File: src/rtl/wb_pkg.sv
// rtl/wb_pkg.sv - shared types and helpers for the write-back stage
//
// Holds the load-size encodings, the queue occupancy state enum and the
// queue entry struct. Entry fields are sized for the widest supported
// configuration (DATA_W up to 32, ADDR_W up to 8). Narrower builds
// zero-extend into the entry and truncate on the way out.
package wb_pkg;

  localparam int WB_MAX_DATA_W = 32;
  localparam int WB_MAX_ADDR_W = 8;

  localparam logic [1:0] SZ_BYTE = 2'b00;
  localparam logic [1:0] SZ_HALF = 2'b01;
  localparam logic [1:0] SZ_WORD = 2'b10;

  typedef enum logic [1:0] {
    WB_EMPTY = 2'd0,
    WB_ONE   = 2'd1,
    WB_FULL  = 2'd2
  } wb_state_e;

  typedef struct packed {
    logic [WB_MAX_DATA_W-1:0] data;
    logic [WB_MAX_ADDR_W-1:0] rd;
    logic                     regwrite;
  } wb_entry_t;

  // An entry only touches the register file if it writes and is not r0.
  function automatic logic entry_writes(input wb_entry_t e);
    return e.regwrite && (e.rd != '0);
  endfunction

endpackage

File: src/rtl/wb_load_fmt.sv
// rtl/wb_load_fmt.sv - combinational load size/sign formatter
//
// Ports:
//   raw         in  DATA_W  raw data-memory read word
//   size        in  2       SZ_BYTE / SZ_HALF / SZ_WORD (11 treated as word)
//   is_unsigned in  1       1 = zero-extend, 0 = sign-extend
//   data        out DATA_W  formatted load data
module wb_load_fmt
  import wb_pkg::*;
#(
  parameter int DATA_W = 8
) (
  input  logic [DATA_W-1:0] raw,
  input  logic [1:0]        size,
  input  logic              is_unsigned,
  output logic [DATA_W-1:0] data
);

  logic [DATA_W-1:0] byte_ext;
  logic [DATA_W-1:0] half_ext;

  // A byte load on an 8-bit datapath is the whole word.
  if (DATA_W > 8) begin : g_byte_ext
    assign byte_ext = {{(DATA_W-8){~is_unsigned & raw[7]}}, raw[7:0]};
  end else begin : g_byte_full
    assign byte_ext = raw;
  end

  // A half load on an 8- or 16-bit datapath is the whole word.
  if (DATA_W > 16) begin : g_half_ext
    assign half_ext = {{(DATA_W-16){~is_unsigned & raw[15]}}, raw[15:0]};
  end else begin : g_half_full
    assign half_ext = raw;
  end

  always_comb begin
    data = raw;
    case (size)
      SZ_BYTE: data = byte_ext;
      SZ_HALF: data = half_ext;
      default: data = raw;
    endcase
  end

endmodule

File: src/rtl/write_back_stage_p.sv
// rtl/write_back_stage_p.sv - MIPS write-back stage with 2-entry retire queue
//
// Optional feature macro: WB_FWD_EN (adds fwd_valid/fwd_addr/fwd_data).
//
// Ports:
//   clk, reset (sync, active-high), flush (drops all buffered entries)
//   in_valid/in_ready      retiring instruction handshake from MEM
//   in_alu, in_mem         ALU result, raw load word
//   in_memtoreg, in_size, in_unsigned   load select and formatting
//   in_regwrite, in_rd     destination control
//   rf_ready               register file can take a write this cycle
//   rf_we/rf_waddr/rf_wdata  register-file write port (head entry)
//   retire_cnt             instructions popped since reset (wraps)
//   fwd_valid/fwd_addr/fwd_data  youngest pending write (WB_FWD_EN only)
module write_back_stage_p
  import wb_pkg::*;
#(
  parameter int DATA_W = 8,
  parameter int ADDR_W = 3,
  parameter int CNT_W  = 16
) (
  input  logic              clk,
  input  logic              reset,
  input  logic              flush,
  input  logic              in_valid,
  output logic              in_ready,
  input  logic [DATA_W-1:0] in_alu,
  input  logic [DATA_W-1:0] in_mem,
  input  logic              in_memtoreg,
  input  logic [1:0]        in_size,
  input  logic              in_unsigned,
  input  logic              in_regwrite,
  input  logic [ADDR_W-1:0] in_rd,
  input  logic              rf_ready,
  output logic              rf_we,
  output logic [ADDR_W-1:0] rf_waddr,
  output logic [DATA_W-1:0] rf_wdata,
  output logic [CNT_W-1:0]  retire_cnt
`ifdef WB_FWD_EN
  ,
  output logic              fwd_valid,
  output logic [ADDR_W-1:0] fwd_addr,
  output logic [DATA_W-1:0] fwd_data
`endif
);

  wb_state_e         state_q, state_d;
  wb_entry_t         head_q, tail_q, new_entry;
  logic [DATA_W-1:0] load_data;
  logic [CNT_W-1:0]  cnt_q;
  logic              head_valid, push, pop;

  wb_load_fmt #(.DATA_W(DATA_W)) u_load_fmt (
    .raw        (in_mem),
    .size       (in_size),
    .is_unsigned(in_unsigned),
    .data       (load_data)
  );

  always_comb begin
    new_entry          = '0;
    new_entry.data     = WB_MAX_DATA_W'(in_memtoreg ? load_data : in_alu);
    new_entry.rd       = WB_MAX_ADDR_W'(in_rd);
    new_entry.regwrite = in_regwrite;
  end

  // in_ready depends on registered state only.
  assign head_valid = (state_q != WB_EMPTY);
  assign in_ready   = (state_q != WB_FULL);
  assign push       = in_valid & in_ready;
  // Non-writing entries retire regardless of rf_ready.
  assign pop        = head_valid & (~entry_writes(head_q) | rf_ready);

  assign rf_we      = head_valid & entry_writes(head_q) & rf_ready;
  assign rf_waddr   = head_valid ? ADDR_W'(head_q.rd) : '0;
  assign rf_wdata   = head_valid ? DATA_W'(head_q.data) : '0;
  assign retire_cnt = cnt_q;

  always_comb begin
    state_d = state_q;
    case (state_q)
      WB_EMPTY: if (push) state_d = WB_ONE;
      WB_ONE: begin
        if (push && !pop)      state_d = WB_FULL;
        else if (!push && pop) state_d = WB_EMPTY;
      end
      WB_FULL:  if (pop) state_d = WB_ONE;
      default:  state_d = WB_EMPTY;
    endcase
    if (flush) state_d = WB_EMPTY;
  end

  always_ff @(posedge clk) begin
    if (reset) state_q <= WB_EMPTY;
    else       state_q <= state_d;
  end

  // Slot movement; contents of invalid slots are don't-care because every
  // output is gated by the occupancy state.
  always_ff @(posedge clk) begin
    if (reset) begin
      head_q <= '0;
      tail_q <= '0;
    end else if (!flush) begin
      case (state_q)
        WB_EMPTY: if (push) head_q <= new_entry;
        WB_ONE: begin
          if (push && pop) head_q <= new_entry;
          else if (push)   tail_q <= new_entry;
        end
        WB_FULL:  if (pop) head_q <= tail_q;
        default: ;
      endcase
    end
  end

  // A pop in a flush cycle still retires its instruction.
  always_ff @(posedge clk) begin
    if (reset)    cnt_q <= '0;
    else if (pop) cnt_q <= cnt_q + CNT_W'(1);
  end

`ifdef WB_FWD_EN
  // Youngest pending register write wins: tail first when full, then head.
  always_comb begin
    fwd_valid = 1'b0;
    fwd_addr  = '0;
    fwd_data  = '0;
    if (state_q == WB_FULL && entry_writes(tail_q)) begin
      fwd_valid = 1'b1;
      fwd_addr  = ADDR_W'(tail_q.rd);
      fwd_data  = DATA_W'(tail_q.data);
    end else if (head_valid && entry_writes(head_q)) begin
      fwd_valid = 1'b1;
      fwd_addr  = ADDR_W'(head_q.rd);
      fwd_data  = DATA_W'(head_q.data);
    end
  end
`endif

endmodule

File: config.mk
export PLATFORM = sky130hd
export DESIGN_NAME = write_back_stage_p
export DESIGN_NICKNAME = d
export VERILOG_FILES = /design/src/rtl/wb_pkg.sv /design/src/rtl/wb_load_fmt.sv /design/src/rtl/write_back_stage_p.sv
export SDC_FILE = /design/constraint.sdc
export NUM_CORES = 1
export LEC_CHECK = 0
export CAP_MARGIN = 20
export CORE_AREA = 2 2 55 67
export CTS_BUF_LIST = sky130_fd_sc_hd__clkbuf_8
export DETAILED_ROUTE_END_ITERATION = 12
export DIE_AREA = 0 0 57 69
export DONT_BUFFER_PORTS = 1
export GPL_TIMING_DRIVEN = 0
export HOLD_SLACK_MARGIN = 0.02
export PLACE_DENSITY = 0.88
export SYNTH_ARGS = -nofsm -noshare
export SYNTH_HDL_FRONTEND = slang
export SYNTH_SLANG_ARGS = --single-unit
File: constraint.sdc
create_clock -name clk -period 3.62 [get_ports clk]
set_clock_uncertainty 0.1 [all_clocks]
set_input_delay 0.543 -clock clk [delete_from_list [all_inputs] [get_ports clk]]
set_output_delay 0.543 -clock clk [all_outputs]
set_load 0.02 [all_outputs]
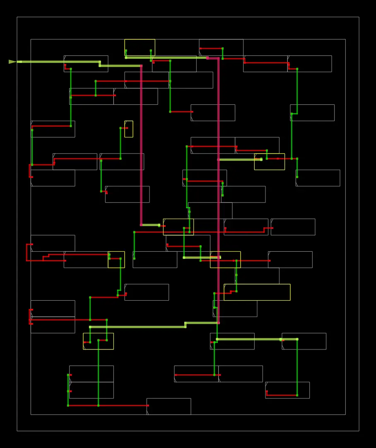
Fig. 1. Clock routing (run 1).
clock sinks: 42
Seq cells: 42
clock distribution power: 0.374 mW
# clk buffers: 5

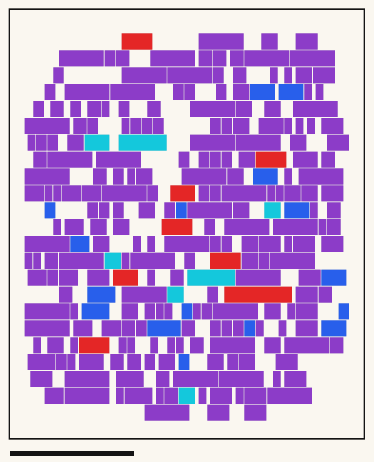
Fig. 2. Cells by drive strength (run 1).
The bar under the picture is 20 um long.
Blue marks drive 2, cells 16, share 6.3%. Cyan marks drive 3 to 4, cells 7, share 2.8%. Red marks drive 6 and up, cells 8, share 3.2%. Purple marks drive 1 or less, cells 222, share 88%.
Area Overhead vs Synth: 7.11%
final worst slack: 1120 ps
Non-CTS buffers: 19
post-route cell area: 2360 um2

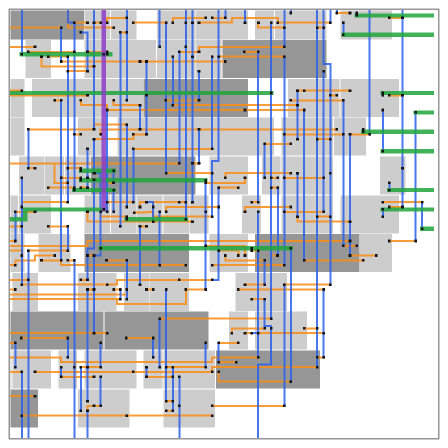
Fig. 3. Close-up of the layout (run 1).
Window x 27 to 57, y 2 to 32 um. Cells in gray, sequential cells in the stronger gray; small squares are vias.
Green marks met3. Orange marks met1. Blue marks met2. Purple marks met4.
Netlist names of flops here include `tail_q` (5), `head_q` (4). Sequential cells in the window: 9. 61 logic cells have their middle in the window. Most frequent: mux2i_1 (13), dfxtp_1 (9), nor2_1 (7).

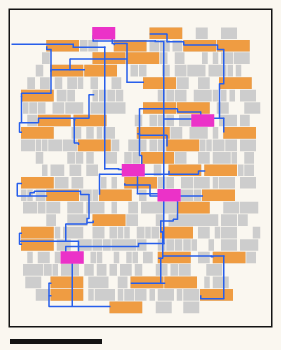
Fig. 4. Routed clock nets over the placement (run 1).
The bar under the picture is 20 um long.
Magenta marks cells driving clock nets, count 5. Orange marks flip-flops, count 42. Blue marks clock wires, length 540 um.
Position of the flops: widely spread. There are 6 routed clock nets.
clock latency on the worst-skew pair: 310 ps
share of power burned in the clock network: 0.401

run 1: placed cells by master (no fill, tap or decap), types with 2 or more instances in the layout:
cell	synthesis	final
nand2_1	4	4
and3_1	2	2
mux2_2	6	6
mux2i_1	19	19
xor2_1	6	6
nor3_1	2	2
clkbuf_8	0	5
o2111ai_1	2	2
a21oi_1	20	20
ha_1	3	3
a211oi_1	7	7
inv_1	9	10
buf_6	2	2
clkbuf_1	7	7
o21ai_0	8	8
buf_2	5	5
buf_4	3	3
nand2b_1	2	2
nor2_1	24	24
mux2_1	2	2
dfxtp_1	42	42
a21o_1	12	12
nand3_1	16	16
o31ai_1	2	2
nor2b_1	13	13
or4_1	3	3
or3_1	6	6
run 1: sequential cells by signal, indices dropped and copies added (netlist names):
signal / cells
state_q: 2
tail_q: 12
retire_cnt: 16
head_q: 12
run 1: metal layers:
metal / GRT usage / vias up
li1: - / 889
met5: 0 / -
met2: 0.436 / 73
met1: 0.287 / 851
met3: 0.0788 / 6
met4: 0.0879 / 0
run 1: synth_stat cells, types with 6 or more instances:
library cell	number
nand3_1	16
a21o_1	12
mux2i_1	19
a211oi_1	7
or3_1	6
dfxtp_1	42
clkbuf_1	7
inv_1	9
o21ai_0	8
nor2_1	24
xor2_1	6
nor2b_1	13
mux2_2	6
a21oi_1	20
run 1: cell type report:
type | count | area, um2
Fill cell | 277 | 923
Inverter | 9 | 33.8
Buffer | 19 | 105
Sequential cell | 42 | 841
Tap cell | 37 | 46.3
Clock inverter | 3 | 41.3
Clock buffer | 5 | 68.8
Multi-Input combinational cell | 175 | 1220
run 1: report_power, final:
group	internal (mW)	switching, mW
registers	0.472	0.00913
clock network	0.203	0.171
logic	0.0331	0.0443
total	0.709	0.225
run 1: cells by family (layout without fill, tap and decap cells):
family | count (synthesis) | in the layout | synth area share
adders and majority gates | 3 | 3 | 0.0171
and+or+nand+nor | 78 | 78 | 0.192
xor gates and xnor gates | 6 | 6 | 0.0239
buffers and inverters | 28 | 36 | 0.0631
muxes | 27 | 27 | 0.127
DFF | 42 | 42 | 0.382
AOI/OAI and AO/OA | 61 | 61 | 0.195
run 1: worst paths after layout:
| path | start | to | slack [ps] | depth (start not counted) |
|---|---|---|---|---|
| max | state_q[1]$_SDFFE_PP0P_ | rf_we | 1120 | 4 |
| min | flush | state_q[0]$_SDFFE_PP0P_ | 200 | 1 |
| max reg2reg | state_q[1]$_SDFFE_PP0P_ | head_q[16]$_SDFFE_PP0P_ | 1220 | 10 |
| min reg2reg | head_q[12]$_SDFFE_PP0P_ | head_q[12]$_SDFFE_PP0P_ | 370 | 2 |
run 1: worst max-delay path, cell delays in order, from the launching register on:
cell      delay (ps)
dfxtp_1          320
buf_2            210
nor2_1            90
clkbuf_1         260
nor3b_1          680
==> impl_metrics.ini, run 1 <==
; physical design summary
[status]
status = completed

[grt]
grt_pass1_wl_um = 7960
grt_pass1_vias = 1738

[synth]
synth_area_um2 = 2200
synth_cell_types = 44
yosysCellCount = 245
syn_nets = 277
ys.flops = 42

[setup_path]
critical_path_required_ps = 2980
cp.arrival_ps = 1860

[floorplan]
fp.dieH_um = 69
io_pins = 58
chipArea_um2 = 3930
coreArea_um2 = 3280

[finish]
n_antenna_cell = 0

[drt]
drt_iter0_drc = 47
route.met2.wl_um = 2360

[pwr]
power_density_nw_per_um2 = 396

[cts]
cts.clk_slew.worst_paths_ps = 80
cts_buffers = 5

[timing]
hold_violations = 0
worstMarginPinSlew_ps = 719
slew_viol_final = 0
==> inputs of run 2 (changes only) <==
--- a/config.mk
+++ b/config.mk
@@ -6,14 +6,14 @@
 export NUM_CORES = 1
 export LEC_CHECK = 0
 export CAP_MARGIN = 20
-export CORE_AREA = 2 2 55 67
+export CORE_AREA = 2 2 57 69
 export CTS_BUF_LIST = sky130_fd_sc_hd__clkbuf_8
 export DETAILED_ROUTE_END_ITERATION = 12
-export DIE_AREA = 0 0 57 69
+export DIE_AREA = 0 0 59 71
 export DONT_BUFFER_PORTS = 1
 export GPL_TIMING_DRIVEN = 0
 export HOLD_SLACK_MARGIN = 0.02
-export PLACE_DENSITY = 0.88
+export PLACE_DENSITY = 0.83
 export SYNTH_ARGS = -nofsm -noshare
 export SYNTH_HDL_FRONTEND = slang
 export SYNTH_SLANG_ARGS = --single-unit
==> constraint.sdc (replaced) <==
create_clock -name clk -period 2.61 [get_ports clk]
set_clock_uncertainty 0.1 [all_clocks]
set_input_delay 0.3915 -clock clk [delete_from_list [all_inputs] [get_ports clk]]
set_output_delay 0.3915 -clock clk [all_outputs]
set_load 0.02 [all_outputs]
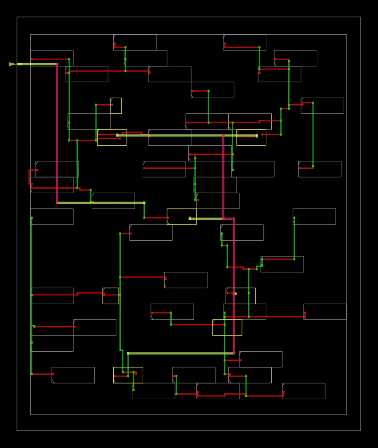
Fig. 5. Clock routing (run 2).
clock latency on the worst-skew pair: 300 ps
# clk buffers: 6
clock distribution power: 0.450 mW

==> run 2 against run 1 <==
  * Sequential power rose by 38%
  * Count of clock-buffer cells in the layout grew 1
  * Worst hold slack worse by 150 ps
  * Die size grew 6.5%
  * Global-route usage decreased by 0.76 points
  * Sequential share of layout area grew 0.17 points
  * Core utilization shrank 5.6 points
  * Worst setup slack got worse by 890 ps
  * Critical path type is now flip-flop to flip-flop
  * Largest cell class unchanged
  * Highest routed layer unchanged
==> impl_metrics.ini, run 2 <==
; physical design summary
[setup_path]
r2r_cells = 12
crit_buf_inv = 5
crit_slowest_cell = dfxtp_1
cp.arrival_ps = 2500
slowest_delay_ps = 310

[synth]
synth_cell_types = 44
ys_top_cells_by_count = dfxtp_1, nor2_1, a21oi_1, mux2i_1, nand3_1
syn_nets = 277
ys.flops = 42
yosys.cell_count.top_type = dfxtp_1
yosysCellCount = 245

[pwr]
power_frac_clock = 0.368
power_frac_comb = 0.087
p_switching_mw = 0.311
internal_power_mw = 0.914
power_density_nw_per_um2 = 522
p_seq_frac = 0.545

[timing]
hold_violations = 0
slew_viol_final = 0

[cts]
cts.clk_slew.worst_paths_ps = 90
cts_buffers = 5

[status]
status = completed

[finish]
final_common_cell = dfxtp_1
n_antenna_cell = 0
largest_reg_flops = 16

[grt]
grt_pass1_wl_um = 7910
grt_pass1_vias = 1712

[floorplan]
io_pins = 58
fp.dieH_um = 71

[drt]
drt_iter0_drc = 82
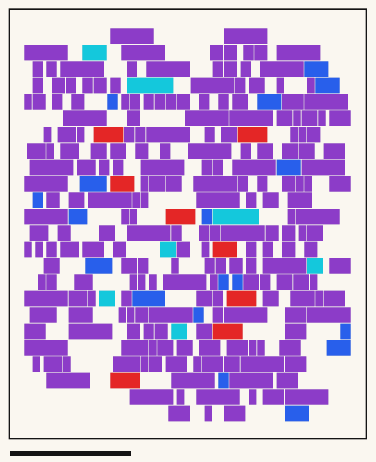
Fig. 6. Cells by drive strength (run 2).
The bar under the picture is 20 um long.
Red marks drive 6 and up, cells 8, share 3.2%. Blue marks drive 2, cells 18, share 7.1%. Purple marks drive 1 or less, cells 220, share 87%. Cyan marks drive 3 to 4, cells 7, share 2.8%.
Area Overhead vs Synth: 6.59%
final worst slack: 228 ps
post-route cell area: 2350 um2

## run 2: cell counts after synthesis
Identical to the previous run, type by type.
## run 2: logic make-up (layout without fill, tap and decap cells)
kind of cell,count (synthesis),count (layout),share of synthesized area
AND/OR/NAND/NOR,78,78,0.192
AND-OR/OR-AND,61,61,0.195
flip-flops,42,42,0.382
buffers and inverters,28,36,0.0631
multiplexers,27,27,0.127
XOR/XNOR,6,6,0.0239
adder cells (fa/ha/maj),3,3,0.0171
## run 2: layer usage
| layer | vias to the layer above | wire length [um] | track usage |
|---|---|---|---|
| met5 | - | 0 | 0 |
| met4 | 0 | 76 | 0.0808 |
| met3 | 8 | 319 | 0.0878 |
| met2 | 49 | 2300 | 0.412 |
| met1 | 830 | 1960 | 0.282 |
| li1 | 885 | - | - |
## run 2: layout make-up
class	instances	area [um2]
clock inverter	2	12.5
fill	312	1200
inverter	9	33.8
clock buffer	6	82.6
sequential	42	841
tap	39	48.8
multi-input combinational	175	1220
buffer	19	106
## run 2: power by group through the flow
stage | combinational [mW] | clock [mW] | sequential (mW)
4_1_cts | 0.108 | 0.458 | 0.667
3_5_place_dp | 0.107 | 0 | 0.682
6_report | 0.107 | 0.450 | 0.667
3_3_place_gp | 0.104 | 0 | 0.682
5_1_grt | 0.120 | 0.480 | 0.670
2_1_floorplan | 0.0883 | 0 | 0.680
## run 2: path summary, 6_finish.rpt
path | endpoint | startpoint | slack (ps)
max | tail_q[11]$_SDFFE_PP0P_ | state_q[1]$_SDFFE_PP0P_ | 230
max reg2reg | tail_q[11]$_SDFFE_PP0P_ | state_q[1]$_SDFFE_PP0P_ | 230
min reg2reg | head_q[12]$_SDFFE_PP0P_ | head_q[12]$_SDFFE_PP0P_ | 370
min | state_q[1]$_SDFFE_PP0P_ | flush | 50
## run 2: through the flow
stage,setup slack [ps],hold WS (ps),instances
final,228,52.3,292
after global routing,26.1,40.0,292
after CTS,220,51.5,292
after detailed placement,244,359,284
after global placement,274,348,284
after floorplan,467,339,245
## run 2: what timing repair did
item / 4_1_cts / 5_1_grt
hold buffers: 0 / 0
gates resized: 0 / 2
setup buffers: 0 / 0
endpoints found under the setup margin: 0 / 1
==> inputs of run 3 (changes only) <==
--- a/config.mk
+++ b/config.mk
@@ -6,10 +6,14 @@
 export NUM_CORES = 1
 export LEC_CHECK = 0
 export CAP_MARGIN = 20
-export CORE_AREA = 2 2 57 69
+export CELL_PAD_IN_SITES_DETAIL_PLACEMENT = 1
+export CELL_PAD_IN_SITES_GLOBAL_PLACEMENT = 1
+export CORE_AREA = 2 2 65 80
 export CTS_BUF_LIST = sky130_fd_sc_hd__clkbuf_8
+export CTS_CLUSTER_DIAMETER = 60
+export CTS_CLUSTER_SIZE = 40
 export DETAILED_ROUTE_END_ITERATION = 12
-export DIE_AREA = 0 0 59 71
+export DIE_AREA = 0 0 67 82
 export DONT_BUFFER_PORTS = 1
 export GPL_TIMING_DRIVEN = 0
 export HOLD_SLACK_MARGIN = 0.02
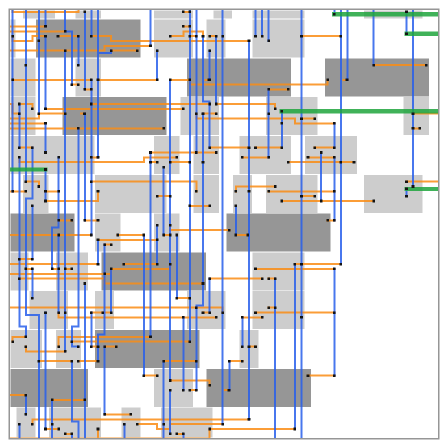
Fig. 7. Close-up of the layout (run 3).
Window x 35 to 65, y 6 to 36 um. Cells in gray, sequential cells in the stronger gray; small squares are vias.
Orange marks met1. Blue marks met2. Green marks met3.
Netlist names of flops here include `tail_q` (6), `head_q` (4). Sequential cells in the window: 10. Most frequent: dfxtp_1 (10), mux2i_1 (9). 47 logic cells have their middle in the window.

==> run 3 against run 2 <==
  * Maximum frequency up 0.82%
  * Register-to-register slack better by 20 ps
  * First-iteration DRC count shrank 51%
  * Worst hold slack better by 22 ps
  * Die size grew 31%
  * Worst setup slack gained 19 ps
  * Total power grew 5.2%
  * Sequential share of layout area shrank 0.64 points
  * Combinational power about the same
  * Count of clock-buffer cells in the layout shrank 1
  * Critical path type unchanged
==> impl_metrics.ini, run 3 <==
; physical design summary
[timing]
worstMarginPinSlew_ps = 716
setup_ws_ps = 248
slew_viol_final = 0
hold_violations = 0

[hold_path]
hold-path-endpoint = state_q[1]$_SDFFE_PP0P_
hold_start = flush

[pwr]
power_density_nw_per_um2 = 540

[synth]
yosysCellCount = 245
ys.flops = 42
synth_cell_types = 44
synth_area_um2 = 2200
ys_top_cells_by_count = dfxtp_1, nor2_1, a21oi_1, mux2i_1, nand3_1

[finish]
ff_latch_area_um2 = 841
combGateArea_um2 = 1220
stdcell_count = 313
final_common_cell = dfxtp_1
n_antenna_cell = 0
largest_reg_flops = 16

[drt]
drt_iter0_drc = 40

[setup_path]
critical_path_required_ps = 2720
cp.arrival_ps = 2470
r2r_slack_ps = 250
timing.rr.start = state_q[0]$_SDFFE_PP0P_

[status]
status = completed

[floorplan]
chipArea_um2 = 5490
io_pins = 58

[cts]
ctsHoldBuffers = 0

[place]
place_inst = 305
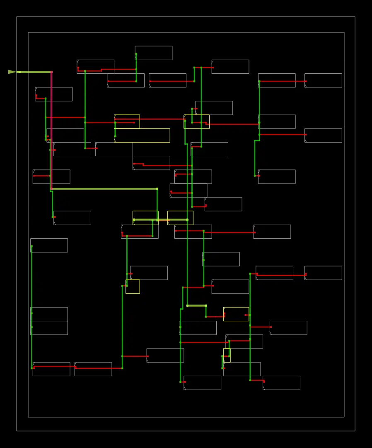
Fig. 8. Clock routing (run 3).
clock latency on the worst-skew pair: 290 ps
CTS Buf Count: 5

run 3: netlist changes by cell type in the layout (fill, tap and decap cells not counted), sizes merged:
| cell | before | now |
|---|---|---|
| clkinv | 1 | 0 |
| clkbuf | 14 | 13 |
| inv | 9 | 10 |
| bufinv | 0 | 1 |
run 3: metal layers:
metal,global-route usage,vias up,wire [um]
met5,0,-,0
met4,0.0551,0,23
met3,0.0616,2,316
met2,0.383,44,2800
met1,0.216,883,2100
li1,-,887,-
run 3: worst max-delay path by stage:
stage	end	depth (start not counted)	slack, ps	startpoint
finish	tail_q[14]$_SDFFE_PP0P_	12	250	state_q[0]$_SDFFE_PP0P_
global route	head_q[12]$_SDFFE_PP0P_	10	60	state_q[0]$_SDFFE_PP0P_
CTS	head_q[12]$_SDFFE_PP0P_	10	140	state_q[1]$_SDFFE_PP0P_
detailed placement	head_q[12]$_SDFFE_PP0P_	10	190	state_q[1]$_SDFFE_PP0P_
global placement	head_q[16]$_SDFFE_PP0P_	10	240	state_q[0]$_SDFFE_PP0P_
floorplan	tail_q[11]$_SDFFE_PP0P_	12	470	state_q[0]$_SDFFE_PP0P_
run 3: timing repair:
item	CTS	global route
buffers inserted	0	0
resized	0	4
endpoints found under the setup margin	0	2
run 3: cell type report:
cell class	instances	area share
clock buffer	5	0.0288
tap	60	0.0314
buffer	19	0.0450
clock inverter	3	0.0173
sequential	42	0.352
multi-input combinational	175	0.511
inverter	9	0.0141
run 3: cells by family (layout without fill, tap and decap cells):
| group | Yosys count | after routing | synth area share |
|---|---|---|---|
| adders and majority gates | 3 | 3 | 0.0171 |
| buffers and inverters | 28 | 36 | 0.0631 |
| DFF | 42 | 42 | 0.382 |
| and+or+nand+nor | 78 | 78 | 0.192 |
| AOI/OAI and AO/OA | 61 | 61 | 0.195 |
| muxes | 27 | 27 | 0.127 |
| xor gates and xnor gates | 6 | 6 | 0.0239 |
run 3: power by group:
part           total [mW]  internal, mW  switching [mW]  leakage [nW]
clock network       0.511         0.282           0.230        0.0556
logic               0.110        0.0460          0.0640         0.512
registers           0.668         0.655          0.0122         0.340
run 3: critical path, cell delays in order (launching register included):
cell and delay [ps]:
dfxtp_1 310, buf_4 160, nand2b_1 150, buf_2 170
buf_6 180, and2_1 180, ha_1 190, nor2_1 70
and3_1 150, buf_4 180, buf_4 190, nor2_1 50
a211oi_1 200

==> notes/layouts.md <==
Pictures saved along the way, in no particular order.

Where the registers sit.
The bar under the picture is 20 um long.
panel A
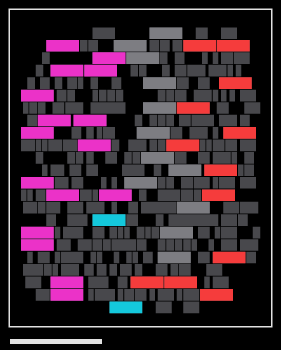
panel B
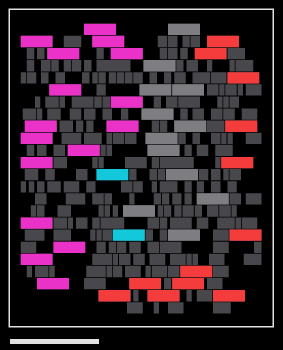
For run 1, see panel A.
For run 2, see panel B.

Key to panel A:
Magenta marks `retire_cnt`, sequential cells 16. Cyan marks `state_q`, sequential cells 2. Red marks `tail_q`, sequential cells 12.
Another 12 sequential cells are not colored.

No activity file was given, so power comes from the tool's default toggle rates.
